**Run 1: port wiring**

The bar under the picture is 50 um long.
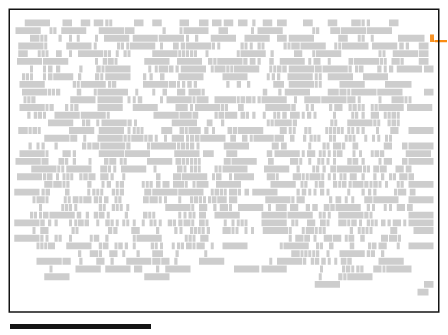
**Run 1: the metal 1 layer**

The bar under the picture is 50 um long. Supply wires on this layer in gray. Cells faint in the background.
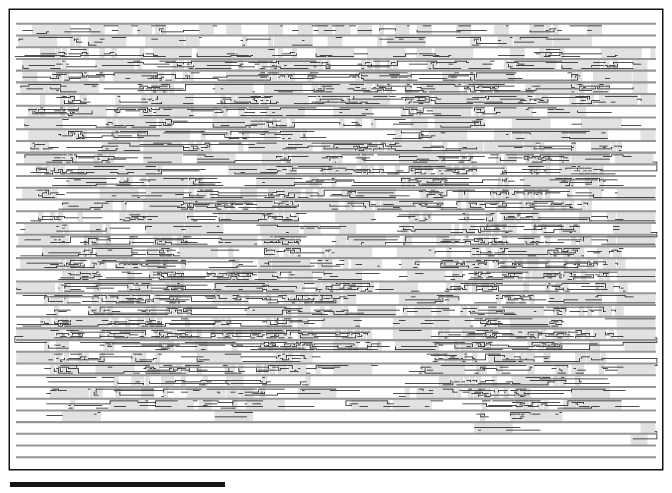
**Run 1: signal wires by layer**

Only two layers are drawn.
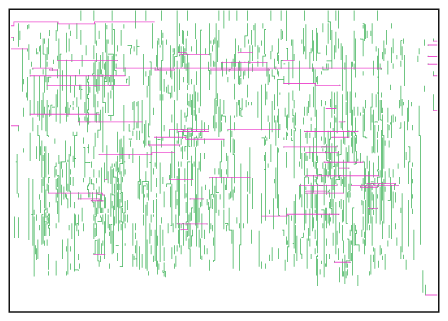
**Run 1: sequential cells grouped by signal name**

The bar under the picture is 50 um long. Other sequential cells in the stronger gray, the rest of the logic in the fainter gray.
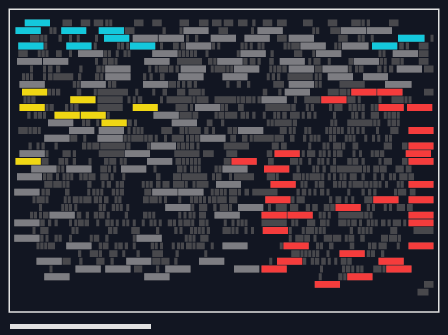
==> config.mk <==
export PLATFORM = sky130hd
export DESIGN_NAME = jstk_reader_flat
export DESIGN_NICKNAME = d
export VERILOG_FILES = /design/src/rtl/jstk_pkg.sv /design/src/rtl/jstk_reader_if.sv /design/src/rtl/jstk_reader_spi_byte_shifter.sv /design/src/rtl/jstk_reader.sv /design/src/flat_wrapper.sv
export SDC_FILE = /design/constraint.sdc
export NUM_CORES = 1
export LEC_CHECK = 0
export ABC_AREA = 1
export CAP_MARGIN = 5
export CORE_ASPECT_RATIO = 0.7
export CORE_UTILIZATION = 45
export DETAILED_ROUTE_END_ITERATION = 12
export PLACE_DENSITY = 0.61
export SLEW_MARGIN = 20
export SYNTH_ARGS = -nofsm -noshare
export SYNTH_HDL_FRONTEND = slang
export SYNTH_SLANG_ARGS = --single-unit
==> constraint.sdc <==
create_clock -name clk -period 2.3 [get_ports clk]
set_input_delay 0.345 -clock clk [delete_from_list [all_inputs] [get_ports clk]]
set_output_delay 0.345 -clock clk [all_outputs]
set_load 0.03 [all_outputs]
==> out/qor.yml, run 1 <==
status:
  status: "completed"
setup_path:
  cp_num_cells: 11
  cpMostUsedCell: "nand2_1"
  arrival_ns: 2.41
  crit_fanout: 21
  critical_path_class: "flip-flop to flip-flop"
  path_delay_family: "simple AND/OR/NAND/NOR gates"
  rr_worst_depth: 11
  critPathRequiredTime_ns: 2.65
  crit_path_start_kind: "flip-flop"
  max_stage_delay_ns: 0.40
  critPathBufInv: 1
  cp_slowest_cell: "dfrtp_1"
  rrSetupSlack_ns: 0.24
floorplanning:
  die_h_um: 106.6
  fp_util: 0.4700
  taps: 195
  core_sq_um: 14950
  die-width_um: 151.4
  die_area_sq_um: 16130
  rows: 37
power_and_ir_drop:
  p_leak_nw: 3.780
  p_sw_mw: 1.196
  sw_frac_of_total: 0.2361
  seqPwrFrac: 0.458
  combPwrFrac: 0.012
  top_power_group: "clock"
  p_int_mw: 3.871
  power_mw: 5.067
  vdd_ir_drop_max_mv: 0.4482
  power_per_cell_area_nw_per_um2: 619.6
  clock_power_share: 0.530
synth:
  yosys_cells: 902
  edf_count: 0
  fp_nets: 914
  synthAdderAreaFrac: 0.01602
  syn_avg_cell_area_sq_um: 7.792
  ys_ff: 132
  logic_family: "simple AND/OR/NAND/NOR gates"
  synthTopCellsByArea: "dfrtp_1 46%, nand2_1 14%, nor2_1 9.0%"
  synth_top_area_share: 0.4593
  ff_type: "dfrtp_1"
  compound_area_frac: 0.03133
  xor_share: 0.06106
  synthCells: 902
  ys_seq_share: 0.4705
  netlist_area_sq_um: 7028
  ys_area_sq_um: 7028
  yosys_warnings: 0
  ys_top_cells_by_count: "265 x nand2_1, 169 x nor2_1, 129 x dfrtp_1"
  top_area_cell: "dfrtp_1"
  simple_gate_area_frac: 0.3637
layout:
  final_cells: 1158
  buffers: 41
  comb_area_share: 0.4062
  antennaDiodeCount: 0
  final_area_sq_um: 8178
  buffer_area_frac: 0.05064
  top_area_cell_class: "combinational gates"
  lay_top_count: "nand2_1"
  drive_gt1_frac: 0.09034
  n_fill_cell: 1411
  seq_share: 0.4044
  flop-count: 132
  area_delta_synth_final_pct: 16.36
  clockBufferCount: 17
  clkCellAreaFrac: 0.07130
  num-nonclk-inverters: 82
  final_cell_mix: "265 x nand2_1, 169 x nor2_1, 129 x dfrtp_1"
  logic_gates: 676
clocking:
  clk_latency_ns: 0.42
  clk_path_buf_depth: 2
  clk_pin_slew_worst_paths_ns: 0.06
  cts_hold_buf: 1
  cts.sinks: 132
  post_cts_resized: 0
  tritoncts: "done"
  h-tree-depth: 4
  root_buffer: "clkbuf_16"
  cts_made_buffers: 17
global_route:
  grt_busiest_layer: "met1"
  grt_pass1_vias: 5371
  grt_overflow_total: 0
  grt_pass1_wl_um: 26980
  gr-usage-met2: 0.2880
  antenna_found_initial: 0
  met3_usage: 0.04635
  grt_max_degree: 41
placed_design:
  placed_cells_incl_taps: 1125
  preCtsSetupSlack_ns: 0.2459
  dpl.hpwl_um: 11690
  placed_cell_area_sq_um: 7585
timing:
  period_minus_slack_ns: 2.058
  tns_ns: 0
  worst_slack_ns: 0.2419
  rsz0062_at_grt: "no"
  fmax_ghz: 0.4859
  skew_ns: 0.01617
  final_hold_viol_count: 0
  setup_viol_count_final: 0
  min_period_over_period: 0.8948
  holdWs_ns: 0.4016
route:
  top_layer_used: "met4"
  routed_via_density: 4.965
  ant_nets: 0
  first_pass_iters: 5
  drt-met1-wl_um: 8524
  wl_met3_um: 789
  met2_length_um: 6418
hold_path:
  hold_class: "primary input to asynchronous set/reset pin"
flow_run:
  warnings: 29
  maxCapViolations: 0
-- 'port wiring' (at the start) --
orange -> spi_mosi  # bits 1, direction output, end cells 1, buffers 0, wire 2.10 um
input/output buffers: 31
Boundary Pins: 33

-- 'the metal 1 layer' (at the start) --
main direction = horizontal
wire length on this layer = 8520 um
longest straight run = 39.1 um
nets with wire on the layer = 879
share of all routed wire = 54%
via count: 5750
GRT met1 Usage: 0.3400
routed wire length: 15880 um

-- 'signal wires by layer' (at the start) --
green -> M2  # wire length 6420 um
magenta -> M3  # wire length 790 um
drt wl/cell: 13.71 um
GRT Util Overall: 0.2155

-- 'sequential cells grouped by signal name' (at the start) --
cyan -> u_core.y_raw  # flops 10
yellow -> u_core.u_shifter.data  # flops 8
red -> u_core.cnt_r  # flops 32
not colored = 82
Seq group: 2.32 mW
sequential cell area: 3307 sq um
Final Util: 0.5469

==> run 1 -> run 2 <==
--- a/config.mk
+++ b/config.mk
@@ -8,3 +8,3 @@
 export ABC_AREA = 1
-export CAP_MARGIN = 5
+export CAP_MARGIN = 20
 export CORE_ASPECT_RATIO = 0.7
@@ -16,2 +16,3 @@
 export SYNTH_HDL_FRONTEND = slang
+export SYNTH_HIERARCHICAL = 1
 export SYNTH_SLANG_ARGS = --single-unit
--- a/constraint.sdc
+++ b/constraint.sdc
@@ -3,2 +3,2 @@
 set_output_delay 0.345 -clock clk [all_outputs]
-set_load 0.03 [all_outputs]
+set_load 0.01 [all_outputs]
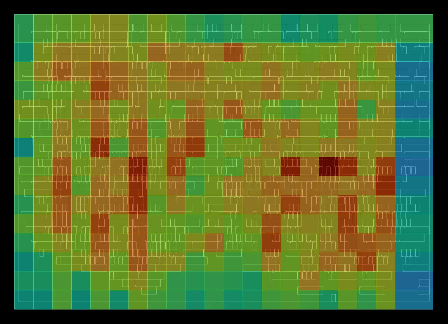
**Above:** run 2 (track usage over the die).
met3 usage in global routing: 0.03617
Final Util: 0.5488
layer with the highest usage: met1

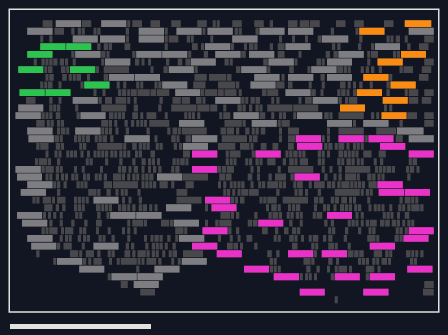
**Above:** run 2 (sequential cells grouped by signal name).
The bar under the picture is 50 um long. Other sequential cells in the stronger gray, the rest of the logic in the fainter gray.
magenta -> u_core/cnt_r  # flops 32
green -> u_core/u_shifter/data  # flops 8, where north-west
orange -> u_core/y_raw  # flops 10, where north-east
Seq/total area: 0.4017

==> out/qor.yml, run 2 <==
setup_path:
  cp_slowest_cell: "dfrtp_1"
  critical_path_class: "flip-flop to flip-flop"
  rrSetupSlack_ns: 0.21
  cp_num_cells: 12
  max_stage_delay_ns: 0.40
  critPathRequiredTime_ns: 2.63
  cp-end-kind: "flip-flop"
  crit_fanout: 5
  arrival_ns: 2.41
  path_delay_family: "simple AND/OR/NAND/NOR gates"
  rr_worst_depth: 12
  critPathBufInv: 1
  cp_cell_sequence: "ha_2, nand2_1, nor2_1, nand2_1, nor2_1, nand2_2, nor2_1, buf_4, nand2_1, o21bai_1, nand3_1, nor2_2"
  crit_path_start_kind: "flip-flop"
synth:
  fp_nets: 974
  yosys_cells: 962
  syn_avg_cell_area_sq_um: 7.345
  logic_family: "simple AND/OR/NAND/NOR gates"
  yosys_warnings: 6
  netlist_area_sq_um: 7066
  ys_area_sq_um: 7066
  edf_count: 0
  ys_seq_share: 0.4680
  mux_area_frac: 0
  ys_top_cells_by_count: "343 x nand2_1, 177 x nor2_1, 129 x dfrtp_1"
  synthCells: 962
  synth_top_area_share: 0.4569
  simple_gate_area_frac: 0.3811
  postSynth.asyncResetShare: 1.000
  synthTopCellsByArea: "dfrtp_1 46%, nand2_1 18%, nor2_1 9.4%"
  most_common_cell: "nand2_1"
  synthAdderAreaFrac: 0.01594
  top_area_cell: "dfrtp_1"
  yosysUniqueCellTypes: 35
  xor_share: 0.03347
  compound_area_frac: 0.03099
  ff_type: "dfrtp_1"
  ys_ff: 132
power_and_ir_drop:
  vdd_ir_drop_max_mv: 0.4139
  top_power_group: "clock"
  p_int_mw: 3.766
  power_mw: 4.969
  power_per_cell_area_nw_per_um2: 603.6
  clock_power_share: 0.520
  powerClk_mw: 2.59
  p_leak_nw: 3.802
  seqPwrFrac: 0.467
  sw_frac_of_total: 0.2421
  p_sw_mw: 1.203
  pg_seq_mw: 2.32
  powerComb_uw: 60.9
  combPwrFrac: 0.012
route:
  first_pass_iters: 5
  routed_via_density: 4.876
  wl_per_cell_um: 13.61
  met2_length_um: 6621
  top_layer_used: "met4"
  drt-met1-wl_um: 9109
  drt-initial-drc-count: 374
  vias: 5944
  ant_nets: 0
  routed_wl_um: 16590
  wl_met3_um: 768
  drc_errors: 0
layout:
  nets: 1023
  buffers: 45
  area_delta_synth_final_pct: 16.50
  logic_gates: 713
  drive_gt1_frac: 0.09082
  num-nonclk-inverters: 102
  clkCellAreaFrac: 0.06855
  clockBufferCount: 17
  antennaDiodeCount: 0
  flop-count: 132
  top_area_cell_class: "registers"
  final_area_sq_um: 8232
  lay_top_count: "nand2_1"
  final_cell_mix: "342 x nand2_1, 176 x nor2_1, 129 x dfrtp_1"
  comb_area_share: 0.3981
  area.combinational_sq_um: 3277
  n_fill_cell: 1432
  buffer_area_frac: 0.05548
  seq_area_sq_um: 3307
  final_cells: 1219
clocking:
  post_cts_resized: 0
  tritoncts: "done"
  cts.sinks: 132
  root_buffer: "clkbuf_16"
  clk_latency_ns: 0.42
  clk_path_buf_depth: 2
  h-tree-depth: 4
  clk_pin_slew_worst_paths_ns: 0.06
  cts_hold_buf: 1
  cts_made_buffers: 17
  post_cts_buffers: 0
floorplanning:
  ios: 33
  die-width_um: 151.8
  core_sq_um: 15000
  die_area_sq_um: 16210
  taps: 195
  rows: 37
  fp_util: 0.4711
  die_h_um: 106.8
timing:
  slew_violations: 0
  worst_slack_ns: 0.2140
  worst_pin_slew_ns: 0.5579
  skew_ns: 0.01550
  holdWs_ns: 0.3854
  setup_viol_count_final: 0
  final_hold_viol_count: 0
  fmax_ghz: 0.4794
  tns_ns: 0
  min_period_over_period: 0.9070
  period_minus_slack_ns: 2.086
  rsz0062_at_grt: "no"
  relSlewSlack: 0.6246
global_route:
  grt_pass1_wl_um: 28120
  gr-usage-met2: 0.3091
  grt_max_degree: 36
  use_met1: 0.3595
  track_usage: 0.2244
  antenna_found_initial: 0
  grt_pass1_vias: 5582
  grt_overflow_total: 0
placed_design:
  placed_cell_area_sq_um: 7645
  port_buffers: 31
  placed_cells_incl_taps: 1186
  dpl.hpwl_um: 12390
  preCtsSetupSlack_ns: 0.1600
  globalplace.congestion: 0.8681
flow_run:
  warnings: 29
  maxCapViolations: 0
hold_path:
  hold_class: "primary input to asynchronous set/reset pin"
status:
  status: "completed"
Power is estimated from default activity; no workload was simulated.
